Figure 1. Power grid.
Scale: 4 px per µm. Pins as bars on the die edge. Tap cells in gray.
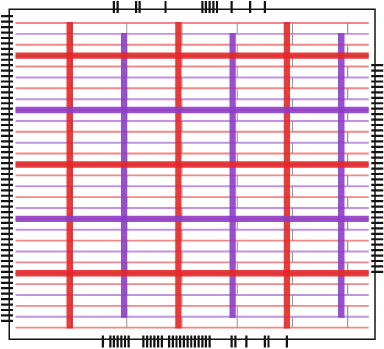
Figure 2. Cells colored by class.
Scale: 4 px per µm. Fill, decap, tap and diode cells in gray.
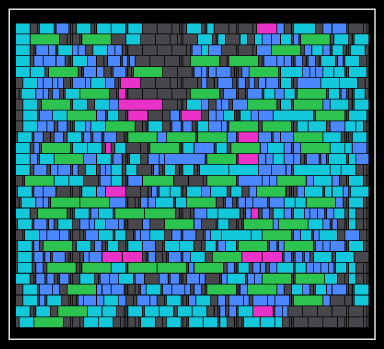
Figure 3. Routed clock nets over the placement.
Scale: 4 px per µm.
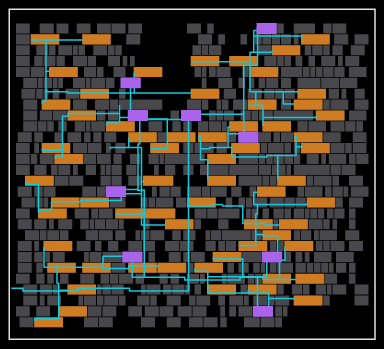
Figure 4. Wiring by layer.
Scale: 4 px per µm.
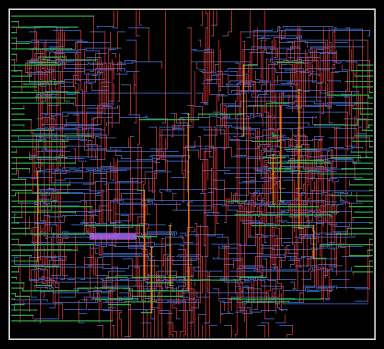
`src/rtl/mem_arbiter.sv`:
```
// mem_arbiter: two-requester (CPU, IO) arbiter in front of a single-port
// synchronous memory. One access at a time, three cycles per access
// (IDLE grant -> ACCESS -> RESPOND). Ties go to the requester named by a
// round-robin priority pointer, which flips to the loser after every access.
//
// Handshake: a requester raises xx_Req with stable WE/Addr/WData and holds it
// until it sees xx_Ack, a single-cycle pulse in the RESPOND cycle. The command
// is captured at the grant edge, so later changes on the request inputs do not
// affect the access in flight. A Req still high when the arbiter is back in
// IDLE is a new request. For reads, xx_RData carries the data in the Ack cycle
// and keeps it until that requester's next read completes.
module mem_arbiter #(
    parameter int ADDR_W = 10,
    parameter int DATA_W = 16
) (
    input  logic              Clock,
    input  logic              Reset,
    // CPU requester
    input  logic              CPU_Req,
    input  logic              CPU_WE,
    input  logic [ADDR_W-1:0] CPU_Addr,
    input  logic [DATA_W-1:0] CPU_WData,
    output logic              CPU_Ack,
    output logic [DATA_W-1:0] CPU_RData,
    // IO requester
    input  logic              IO_Req,
    input  logic              IO_WE,
    input  logic [ADDR_W-1:0] IO_Addr,
    input  logic [DATA_W-1:0] IO_WData,
    output logic              IO_Ack,
    output logic [DATA_W-1:0] IO_RData,
    // Memory port
    output logic              Mem_En,
    output logic              Mem_WE,
    output logic [ADDR_W-1:0] Mem_Addr,
    output logic [DATA_W-1:0] Mem_WData,
    input  logic [DATA_W-1:0] Mem_RData,
    // Status and debug visibility
    output logic              Busy,
    output logic [1:0]        dbg_state,
    output logic              dbg_pri
);

    typedef enum logic [1:0] {
        IDLE    = 2'd0,
        ACCESS  = 2'd1,
        RESPOND = 2'd2
    } state_t;

    state_t              state;
    state_t              state_next;

    // Grant decision made in IDLE this cycle
    logic                grant;
    logic                grant_io;

    // Command of the selected requester, captured on grant
    logic                sel_we;
    logic [ADDR_W-1:0]   sel_addr;
    logic [DATA_W-1:0]   sel_wdata;

    // Latched access in flight
    logic                we_q;
    logic [ADDR_W-1:0]   addr_q;
    logic [DATA_W-1:0]   wdata_q;
    logic                win_io_q;

    // Round-robin pointer: 0 favours CPU, 1 favours IO on a tie
    logic                pri_q;

    // Read-data holding registers and read-completion strobes
    logic [DATA_W-1:0]   cpu_rdata_q;
    logic [DATA_W-1:0]   io_rdata_q;
    logic                cpu_rd_done;
    logic                io_rd_done;

    // State register; reset wins over any request in the same cycle
    always_ff @(posedge Clock) begin
        if (Reset) begin
            state <= IDLE;
        end else begin
            state <= state_next;
        end
    end

    // Next-state, grant decision, memory strobes and acknowledges
    always_comb begin
        state_next  = state;
        grant       = 1'b0;
        grant_io    = 1'b0;
        Mem_En      = 1'b0;
        Mem_WE      = 1'b0;
        CPU_Ack     = 1'b0;
        IO_Ack      = 1'b0;
        cpu_rd_done = 1'b0;
        io_rd_done  = 1'b0;
        case (state)
            IDLE: begin
                if (CPU_Req && IO_Req) begin
                    grant    = 1'b1;
                    grant_io = pri_q;
                end else if (CPU_Req) begin
                    grant    = 1'b1;
                    grant_io = 1'b0;
                end else if (IO_Req) begin
                    grant    = 1'b1;
                    grant_io = 1'b1;
                end
                if (grant) begin
                    state_next = ACCESS;
                end
            end
            ACCESS: begin
                Mem_En     = 1'b1;
                Mem_WE     = we_q;
                state_next = RESPOND;
            end
            RESPOND: begin
                // A reset landing on the RESPOND cycle aborts the access, so
                // the acknowledge and the read-data bypass are suppressed.
                if (!Reset) begin
                    CPU_Ack     = ~win_io_q;
                    IO_Ack      = win_io_q;
                    cpu_rd_done = ~win_io_q & ~we_q;
                    io_rd_done  = win_io_q & ~we_q;
                end
                state_next = IDLE;
            end
            default: begin
                state_next = IDLE;
            end
        endcase
    end

    // Select the command of whichever requester is being granted
    always_comb begin
        sel_we    = CPU_WE;
        sel_addr  = CPU_Addr;
        sel_wdata = CPU_WData;
        if (grant_io) begin
            sel_we    = IO_WE;
            sel_addr  = IO_Addr;
            sel_wdata = IO_WData;
        end
    end

    // Capture the granted command; it drives the memory port and holds after
    always_ff @(posedge Clock) begin
        if (Reset) begin
            we_q     <= 1'b0;
            addr_q   <= '0;
            wdata_q  <= '0;
            win_io_q <= 1'b0;
        end else if (grant) begin
            we_q     <= sel_we;
            addr_q   <= sel_addr;
            wdata_q  <= sel_wdata;
            win_io_q <= grant_io;
        end
    end

    // Hand priority to the loser once an access completes
    always_ff @(posedge Clock) begin
        if (Reset) begin
            pri_q <= 1'b0;
        end else if (state == RESPOND) begin
            pri_q <= ~win_io_q;
        end
    end

    // Hold the most recent read data of each requester
    always_ff @(posedge Clock) begin
        if (Reset) begin
            cpu_rdata_q <= '0;
            io_rdata_q  <= '0;
        end else begin
            if (cpu_rd_done) begin
                cpu_rdata_q <= Mem_RData;
            end
            if (io_rd_done) begin
                io_rdata_q <= Mem_RData;
            end
        end
    end

    // Memory data arrives in RESPOND; bypass it so RData is valid with Ack
    always_comb begin
        CPU_RData = cpu_rd_done ? Mem_RData : cpu_rdata_q;
        IO_RData  = io_rd_done  ? Mem_RData : io_rdata_q;
    end

    // Memory address/data follow the latched command and hold between accesses
    always_comb begin
        Mem_Addr  = addr_q;
        Mem_WData = wdata_q;
    end

    // Status and debug outputs
    always_comb begin
        Busy      = (state != IDLE);
        dbg_state = state;
        dbg_pri   = pri_q;
    end

endmodule

```
`config.mk`:
```
export PLATFORM = sky130hd
export DESIGN_NAME = mem_arbiter
export DESIGN_NICKNAME = d
export VERILOG_FILES = /design/src/rtl/mem_arbiter.sv
export SDC_FILE = /design/constraint.sdc
export NUM_CORES = 1
export LEC_CHECK = 0
export CORE_ASPECT_RATIO = 0.9
export CORE_UTILIZATION = 40
export CTS_CLUSTER_SIZE = 28
export DETAILED_ROUTE_END_ITERATION = 7
export GPL_TIMING_DRIVEN = 1
export PLACE_DENSITY = 0.79
export SETUP_SLACK_MARGIN = 0.02
export SLEW_MARGIN = 20
export SYNTH_ARGS = -nofsm -noshare
export SYNTH_HDL_FRONTEND = slang
export SYNTH_SLANG_ARGS = --single-unit
```
`constraint.sdc`:
```
create_clock -name Clock -period 2.1 [get_ports Clock]
set_input_delay 0.21 -clock Clock [delete_from_list [all_inputs] [get_ports Clock]]
set_output_delay 0.21 -clock Clock [all_outputs]
set_load 0.005 [all_outputs]
```
==> flow_summary.ini <==
; synthesis and place-and-route metrics
[layout]
area_growth_pct = 79.3
reg_area_mm2 = 0.00126
stdcell_area_mm2 = 0.00512
comb_share_pct = 28.5
postLayoutCoreUtil_pct = 76.1

[synthesis]
synth.cellmix.compoundShare_pct = 26.7
netlist_instances = 356
ys_top_cells_by_count = dfxtp_1, a21oi_1, nand2_1, inv_1

[final_timing]
timing.final.crit_share_pct = 101
timing.final.ws_setup_ps = -12.3
setup_viol = 4

[run_status]
run_status = finished, violations left
violations = negative setup slack

[critical_path]
timing.critical_path.max_delay_family = simple AND/OR/NAND/NOR gates

[power]
power_leader = sequential cells
comb-power_mw = 0.700

[detailed_routing]
total_wirelength_um = 10700
detail_route.vias_per_cell = 5.46

[placement]
place_congestion = 0.862

[die]
boundaryPins = 140
core_util_floorplan_pct = 42.4

[run]
max_cap_viol_count = 0

[cts]
post-cts-setup-buffers = 7
Notes on Figure 1 above:
color	net
red	VSS
purple	VDD
met1 rails	29
met5 straps	5

Notes on Figure 2 above:
color	class	cells
blue	combinational and other logic	259
magenta	clock drivers and dummy loads	16
green	flops	63
cyan	other buffers and delay cells	204

Notes on Figure 3 above:
[purple] clock drivers | count: 9
[orange] flip-flops | count: 63
[cyan] clock wires | length: 882 µm
routed clock nets	10
flops lie	spread over the die
Layout Skew: 8.05 ps
part of the total power dissipated in the clock network: 35.9%
Worst-Skew Late Latency: 340 ps
clock network power consumption: 1.12 mW

Notes on Figure 4 above:
color	layer	wire length
red	metal 2	5180 µm
purple	metal 5	10.1 µm
orange	metal 4	217 µm
green	metal 3	1100 µm
blue	metal 1	4220 µm

No activity file was given, so power comes from the tool's default toggle rates.
